==> config.mk <==
export PLATFORM = sky130hd
export DESIGN_NAME = fetch_stage
export DESIGN_NICKNAME = d
export VERILOG_FILES = /design/src/rtl/pipeline_pkg.sv /design/src/rtl/fetch_skid_buffer.sv /design/src/rtl/fetch_stage.sv
export SDC_FILE = /design/constraint.sdc
export NUM_CORES = 1
export LEC_CHECK = 0
export ABC_CLOCK_PERIOD_IN_PS = 8600
export CORE_MARGIN = 3
export CORE_UTILIZATION = 50
export CTS_CLUSTER_SIZE = 14
export DETAILED_ROUTE_END_ITERATION = 16
export HOLD_SLACK_MARGIN = 0.03
export PLACE_DENSITY = 0.77
export SLEW_MARGIN = 10
export SYNTH_ARGS = -nofsm -noshare
export SYNTH_HDL_FRONTEND = slang
export SYNTH_SLANG_ARGS = --single-unit
==> constraint.sdc <==
create_clock -name clk -period 8.6 [get_ports clk]
set_input_delay 0.86 -clock clk [delete_from_list [all_inputs] [get_ports clk]]
set_output_delay 0.86 -clock clk [all_outputs]
set_load 0.01 [all_outputs]
==> src/rtl/pipeline_pkg.sv <==
// pipeline_pkg: shared widths, bubble encoding and fetch FSM state type used
// by the fetch stage and its hold buffer.
//   PC_W     - program counter width (word addressed)
//   INSTR_W  - instruction word width
//   DATA_W   - datapath width (used by later stages)
//   REG_W    - register specifier width (used by later stages)
package pipeline_pkg;

  localparam int PC_W    = 15;
  localparam int INSTR_W = 20;
  localparam int DATA_W  = 19;
  localparam int REG_W   = 5;

  localparam logic [INSTR_W-1:0] NOP_ENC = 20'h00000;

  // FETCH: request outstanding; HOLD: word parked while StallF;
  // DISCARD: waiting for a stale request to drain after a redirect.
  typedef enum logic [1:0] {
    ST_FETCH   = 2'b00,
    ST_HOLD    = 2'b01,
    ST_DISCARD = 2'b10
  } fetch_state_t;

  // PC increment, wrapping modulo 2^PC_W.
  function automatic logic [PC_W-1:0] pc_inc(input logic [PC_W-1:0] pc);
    return pc + 15'h0001;
  endfunction

endpackage

==> src/rtl/fetch_skid_buffer.sv <==
// fetch_skid_buffer: one-entry hold register for an instruction word and its
// PC, used when memory returns a word while the fetch stage is stalled.
//   clk, reset - clock, synchronous active-high reset
//   i_load     - capture i_instr / i_pc
//   i_drop     - invalidate the entry (wins over i_load)
//   o_valid    - entry holds a word; o_instr / o_pc are the held contents
module fetch_skid_buffer
  import pipeline_pkg::*;
(
  input  logic               clk,
  input  logic               reset,
  input  logic               i_load,
  input  logic               i_drop,
  input  logic [INSTR_W-1:0] i_instr,
  input  logic [PC_W-1:0]    i_pc,
  output logic               o_valid,
  output logic [INSTR_W-1:0] o_instr,
  output logic [PC_W-1:0]    o_pc
);

  logic               r_valid;
  logic [INSTR_W-1:0] r_instr;
  logic [PC_W-1:0]    r_pc;

  // Hold entry; a drop beats a load so a redirect never leaves a stale word.
  always_ff @(posedge clk) begin
    if (reset) begin
      r_valid <= 1'b0;
      r_instr <= {INSTR_W{1'b0}};
      r_pc    <= {PC_W{1'b0}};
    end else if (i_drop) begin
      r_valid <= 1'b0;
    end else if (i_load) begin
      r_valid <= 1'b1;
      r_instr <= i_instr;
      r_pc    <= i_pc;
    end else begin
      r_valid <= r_valid;
    end
  end

  assign o_valid = r_valid;
  assign o_instr = r_instr;
  assign o_pc    = r_pc;

endmodule

==> src/rtl/fetch_stage.sv <==
// fetch_stage: instruction fetch with a ready/valid instruction memory port,
// stall/flush/redirect handling and the IF/ID pipeline register.
//   clk, reset               - clock, synchronous active-high reset
//   StallF, StallD, FlushD   - hazard unit controls
//   PCSrcE, PCTargetE        - redirect from execute
//   ImemReq, ImemAddr        - memory request (address held until transfer)
//   ImemReady, ImemRdata     - memory response, transfer = ImemReq & ImemReady
//   InstrD, PCD, PCPlus1D, ValidD - IF/ID register
//   FetchBusyF               - request waiting on memory this cycle
// Optional macro FETCH_PERF_CNT_EN adds saturating FetchCnt / StallCnt.
module fetch_stage
  import pipeline_pkg::*;
#(
  parameter logic [PC_W-1:0]    RESET_PC  = 15'h0000,
  parameter logic [INSTR_W-1:0] NOP_INSTR = 20'h00000
)(
  input  logic               clk,
  input  logic               reset,
  input  logic               StallF,
  input  logic               StallD,
  input  logic               FlushD,
  input  logic               PCSrcE,
  input  logic [PC_W-1:0]    PCTargetE,
  output logic               ImemReq,
  output logic [PC_W-1:0]    ImemAddr,
  input  logic               ImemReady,
  input  logic [INSTR_W-1:0] ImemRdata,
  output logic [INSTR_W-1:0] InstrD,
  output logic [PC_W-1:0]    PCD,
  output logic [PC_W-1:0]    PCPlus1D,
  output logic               ValidD,
  output logic               FetchBusyF
`ifdef FETCH_PERF_CNT_EN
  ,
  output logic [15:0]        FetchCnt,
  output logic [15:0]        StallCnt
`endif
);

  fetch_state_t       r_state, w_state_nxt;
  logic [PC_W-1:0]    r_pcf, w_pcf_nxt;
  logic [PC_W-1:0]    r_pending, w_pending_nxt;
  logic               r_imem_req;
  logic               w_xfer;
  logic               w_deliver;
  logic [INSTR_W-1:0] w_dlv_instr;
  logic [PC_W-1:0]    w_dlv_pc;
  logic               w_skid_load, w_skid_drop, w_skid_valid;
  logic [INSTR_W-1:0] w_skid_instr;
  logic [PC_W-1:0]    w_skid_pc;
  logic [INSTR_W-1:0] r_instr_d;
  logic [PC_W-1:0]    r_pc_d, r_pcp1_d;
  logic               r_valid_d;

  assign w_xfer = r_imem_req & ImemReady;

  fetch_skid_buffer u_skid (
    .clk     (clk),
    .reset   (reset),
    .i_load  (w_skid_load),
    .i_drop  (w_skid_drop),
    .i_instr (ImemRdata),
    .i_pc    (r_pcf),
    .o_valid (w_skid_valid),
    .o_instr (w_skid_instr),
    .o_pc    (w_skid_pc)
  );

  // State, PC, pending target and request-valid registers.
  always_ff @(posedge clk) begin
    if (reset) begin
      r_state    <= ST_FETCH;
      r_pcf      <= RESET_PC;
      r_pending  <= {PC_W{1'b0}};
      r_imem_req <= 1'b1;
    end else begin
      r_state    <= w_state_nxt;
      r_pcf      <= w_pcf_nxt;
      r_pending  <= w_pending_nxt;
      r_imem_req <= (w_state_nxt != ST_HOLD);
    end
  end

  // Next-state, PC update and delivery selection; redirect outranks stall.
  always_comb begin
    w_state_nxt   = r_state;
    w_pcf_nxt     = r_pcf;
    w_pending_nxt = r_pending;
    w_deliver     = 1'b0;
    w_dlv_instr   = ImemRdata;
    w_dlv_pc      = r_pcf;
    w_skid_load   = 1'b0;
    w_skid_drop   = 1'b0;
    case (r_state)
      ST_FETCH: begin
        if (w_xfer) begin
          if (PCSrcE) begin
            w_pcf_nxt = PCTargetE;
          end else if (!StallF) begin
            w_deliver = 1'b1;
            w_pcf_nxt = pc_inc(r_pcf);
          end else begin
            w_skid_load = 1'b1;
            w_state_nxt = ST_HOLD;
          end
        end else if (PCSrcE) begin
          // The address cannot change until memory answers, so park the target.
          w_pending_nxt = PCTargetE;
          w_state_nxt   = ST_DISCARD;
        end else begin
          w_state_nxt = ST_FETCH;
        end
      end
      ST_HOLD: begin
        if (PCSrcE) begin
          w_skid_drop = 1'b1;
          w_pcf_nxt   = PCTargetE;
          w_state_nxt = ST_FETCH;
        end else if (!StallF && w_skid_valid) begin
          w_deliver   = 1'b1;
          w_dlv_instr = w_skid_instr;
          w_dlv_pc    = w_skid_pc;
          w_skid_drop = 1'b1;
          w_pcf_nxt   = pc_inc(r_pcf);
          w_state_nxt = ST_FETCH;
        end else begin
          w_state_nxt = ST_HOLD;
        end
      end
      ST_DISCARD: begin
        if (PCSrcE) begin
          w_pending_nxt = PCTargetE;
        end else begin
          w_pending_nxt = r_pending;
        end
        if (w_xfer) begin
          // A redirect arriving on the draining beat is the newest target.
          w_pcf_nxt   = PCSrcE ? PCTargetE : r_pending;
          w_state_nxt = ST_FETCH;
        end else begin
          w_state_nxt = ST_DISCARD;
        end
      end
      default: begin
        w_state_nxt = ST_FETCH;
        w_pcf_nxt   = RESET_PC;
        w_skid_drop = 1'b1;
      end
    endcase
  end

  // IF/ID register: flush beats stall beats load; an empty load is a bubble.
  always_ff @(posedge clk) begin
    if (reset || FlushD) begin
      r_instr_d <= NOP_INSTR;
      r_pc_d    <= {PC_W{1'b0}};
      r_pcp1_d  <= {PC_W{1'b0}};
      r_valid_d <= 1'b0;
    end else if (StallD) begin
      r_valid_d <= r_valid_d;
    end else if (w_deliver) begin
      r_instr_d <= w_dlv_instr;
      r_pc_d    <= w_dlv_pc;
      r_pcp1_d  <= pc_inc(w_dlv_pc);
      r_valid_d <= 1'b1;
    end else begin
      r_instr_d <= NOP_INSTR;
      r_pc_d    <= {PC_W{1'b0}};
      r_pcp1_d  <= {PC_W{1'b0}};
      r_valid_d <= 1'b0;
    end
  end

  assign ImemReq    = r_imem_req;
  assign ImemAddr   = r_pcf;
  assign FetchBusyF = r_imem_req & ~ImemReady;
  assign InstrD     = r_instr_d;
  assign PCD        = r_pc_d;
  assign PCPlus1D   = r_pcp1_d;
  assign ValidD     = r_valid_d;

`ifdef FETCH_PERF_CNT_EN
  logic [15:0] r_fetch_cnt, r_stall_cnt;
  logic        w_real_load;

  assign w_real_load = !FlushD && !StallD && w_deliver;

  // Saturating performance counters.
  always_ff @(posedge clk) begin
    if (reset) begin
      r_fetch_cnt <= 16'h0000;
      r_stall_cnt <= 16'h0000;
    end else begin
      if (w_real_load && (r_fetch_cnt != 16'hFFFF)) begin
        r_fetch_cnt <= r_fetch_cnt + 16'h0001;
      end else begin
        r_fetch_cnt <= r_fetch_cnt;
      end
      if ((FetchBusyF || (r_state == ST_HOLD)) && (r_stall_cnt != 16'hFFFF)) begin
        r_stall_cnt <= r_stall_cnt + 16'h0001;
      end else begin
        r_stall_cnt <= r_stall_cnt;
      end
    end
  end

  assign FetchCnt = r_fetch_cnt;
  assign StallCnt = r_stall_cnt;
`endif

endmodule

run_1/cell_density.png
The die is cut into 11 by 11 equal tiles; white is low, dark blue is high, 0 to 100% covered.
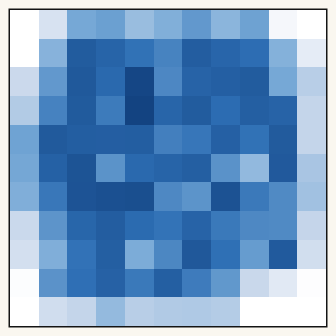
fullest tile: 93%
mean over tiles: 57%
nearly empty tiles: 7.4%

run_1/flops_by_reg.png
Scale bar: 20 um.
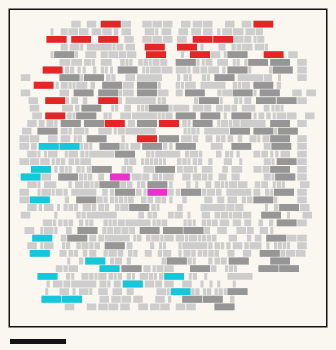
[cyan] r_pending | sequential cells: 15
[magenta] r_state | sequential cells: 2
[red] InstrD | sequential cells: 20
Seq. pwr: 596 uW
flop share of the area: 0.326
sequential cell area: 2400 sq um
final design utilization: 0.673

==> GITHUB_STEP_SUMMARY, run 1 <==
### Yosys + OpenROAD results

| Metric | Value |
|---|---|
| Met2 Usage GRT | 0.404 |
| Yosys stat area | 5670 sq um |
| Slew headroom | 0.211 |
| H-tree depth | 4 |
| Leading cell type by number of instances after synthesis | dfxtp_1 |
| ANT cells | 0 |
| Fraction of cell area in non-clock buffers | 0.154 |
| Fraction of registers with async set/reset | 0 |
| Cell internal pwr | 1.11 mW |
| Clock buffer count from CTS | 17 |
| Leak Pwr | 2.55 nW |
| DPL Wire Length | 10.8 mm |
| Comb area | 3010 sq um |
| Sw Ratio | 0.248 |
| Bufs and invs on worst path | 2 |
| Area leader share | 0.424 |
| Synth Cell Area | 5670 sq um |
| Slowest CP cell | a21oi_4 |
| Status | finished, final reports clean |
| Yosys Instances | 703 |
| Overall power | 1.47 mW |
| Setup TNS | 0 ps |
| Synthesized flop and latch total | 120 |
| Crit path launch | PCSrcE |
| Hold WC Path Type | reg -> reg |
| FP Core Util | 0.518 |
| Worst-path clk slew | 60 ps |
| Clk sinks | 120 |
run_1/layer_met3.png
Scale bar: 20 um.
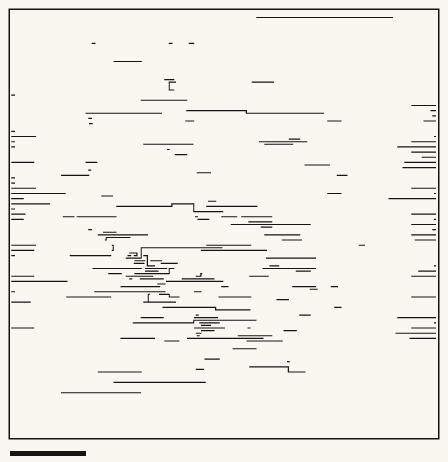
main direction: horizontal
wire length on this layer: 1100 um
nets with wire on the layer: 115
longest straight run: 35.7 um
WL final: 16.1 mm
via count: 5523
GR Util met3: 0.0625

-- run 1: placed cells by master, fill, tap and decap left out, drive strengths merged, types with 3 or more instances in the layout --
master         netlist  routed
clkdlybuf4s50        0     108
o21ai               52      52
dfxtp              120     120
clkbuf              49      19
nor4                 4       4
buf                 10       7
bufinv               0       3
a221oi               4       4
clkinv               0       4
a31oi                5       5
mux2                25      25
xor2                 5       5
nor3                11      11
nor2                62      62
inv                  6       8
o21a                 7       7
nand2              120     120
a21oi               65      65
xnor2                5       5
clkinvlp             0       4
a2bb2oi              4       4
nand3               18      18
and2                 5       5
nand4               10      10
a222oi               3       3
o31ai                3       3
nand2b               5       5
or3                  6       6
mux2i               21      21
and3                 7       7
nor2b                6       6
a22oi               43      43
or2                  4       4
--- run 2 (diff from run 1) ---
--- a/config.mk
+++ b/config.mk
@@ -5,7 +5,7 @@
 export SDC_FILE = /design/constraint.sdc
 export NUM_CORES = 1
 export LEC_CHECK = 0
-export ABC_CLOCK_PERIOD_IN_PS = 8600
+export ABC_CLOCK_PERIOD_IN_PS = 4600
 export CORE_MARGIN = 3
 export CORE_UTILIZATION = 50
 export CTS_CLUSTER_SIZE = 14
==> constraint.sdc (replaced) <==
create_clock -name clk -period 4.6 [get_ports clk]
set_input_delay 0.46 -clock clk [delete_from_list [all_inputs] [get_ports clk]]
set_output_delay 0.46 -clock clk [all_outputs]
set_load 0.01 [all_outputs]
run_2/cell_density.png
The die is cut into 11 by 11 equal tiles; white is low, dark blue is high, 0 to 100% covered.
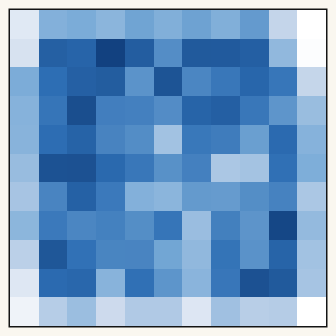
final design utilization: 0.674
Std-Cell Core Area: 10900 sq um
FP Core Util: 0.518

==> GITHUB_STEP_SUMMARY, run 2 <==
### Yosys + OpenROAD results

| Metric | Value |
|---|---|
| Seq. pwr | 1.11 mW |
| Slowest CP cell | dfxtp_1 |
| Power Density | 371 nW/um^2 |
| Cell internal pwr | 2.08 mW |
| Hold WC Path Type | reg -> reg |
| Combinational gate power | 255 uW |
| Clk sinks | 120 |
| Top cells by count, synth | dfxtp_1, nand2_1, a21oi_1 |
| Top cells excl fill/tap | dfxtp_1, nand2_1, clkdlybuf4s50_1 |
| Worst-path clk slew | 60 ps |
| Yosys stat area | 5670 sq um |
| Yosys Instances | 703 |
| Bufs and invs on worst path | 0 |
| Crit path launch | r_state[0]$_SDFF_PP0_ |
| # resized after CTS | 0 |
| Slew headroom | 0.426 |
| Dominant logic cell type in the layout | dfxtp_1 |
| Final net count | 824 |
| GR Util met3 | 0.0501 |
| Area leader share | 0.424 |
| Status | finished, final reports clean |
| DPL Wire Length | 10.9 mm |
| Leading cell type by number of instances after synthesis | dfxtp_1 |
| Flop pwr share | 0.406 |
| Fraction of registers with async set/reset | 0 |
| ANT cells | 0 |
| Via count | 5419 |
| Synth-to-layout area growth | 30.1% |
| WL final | 16.0 mm |
| Syn avg cell area | 8.06 sq um |
| Clock buffer count from CTS | 17 |
| Finished Cell Area | 7370 sq um |
| Synth Cell Area | 5670 sq um |
| Number of logged tool warnings | 26 |
| Leak Pwr | 2.56 nW |
| Final setup margin | 1250 ps |
| Clk latency late pin | 420 ps |
| Sw Ratio | 0.240 |
| H-tree depth | 4 |
| Met2 Usage GRT | 0.394 |
-- run 2: cell counts after synthesis --
Identical to the previous run, type by type.
-- run 2: kinds of logic (layout without fill, tap and decap cells) --
logic type / count (synthesis) / in the layout
adder cells (fa/ha/maj): 2 / 2
AND-OR/OR-AND: 197 / 197
AND/OR/NAND/NOR: 263 / 263
flip-flops: 120 / 120
XOR/XNOR: 10 / 10
buffers and inverters: 65 / 155
multiplexers: 46 / 46
-- run 2: layout make-up --
class	instances	area, sq um
sequential	120	2400
clock inverter	10	144
timing repair buffer	117	1150
fill	909	3560
multi-input combinational	518	3010
inverter	6	22.5
clock buffer	22	474
tap	140	175
-- run 2: tightest hold or removal path: stages (launching register included) --
cell	delay [ps]
dfxtp_1	320
nand2_1	40
o21ai_0	50
Power is estimated from default activity; no workload was simulated.
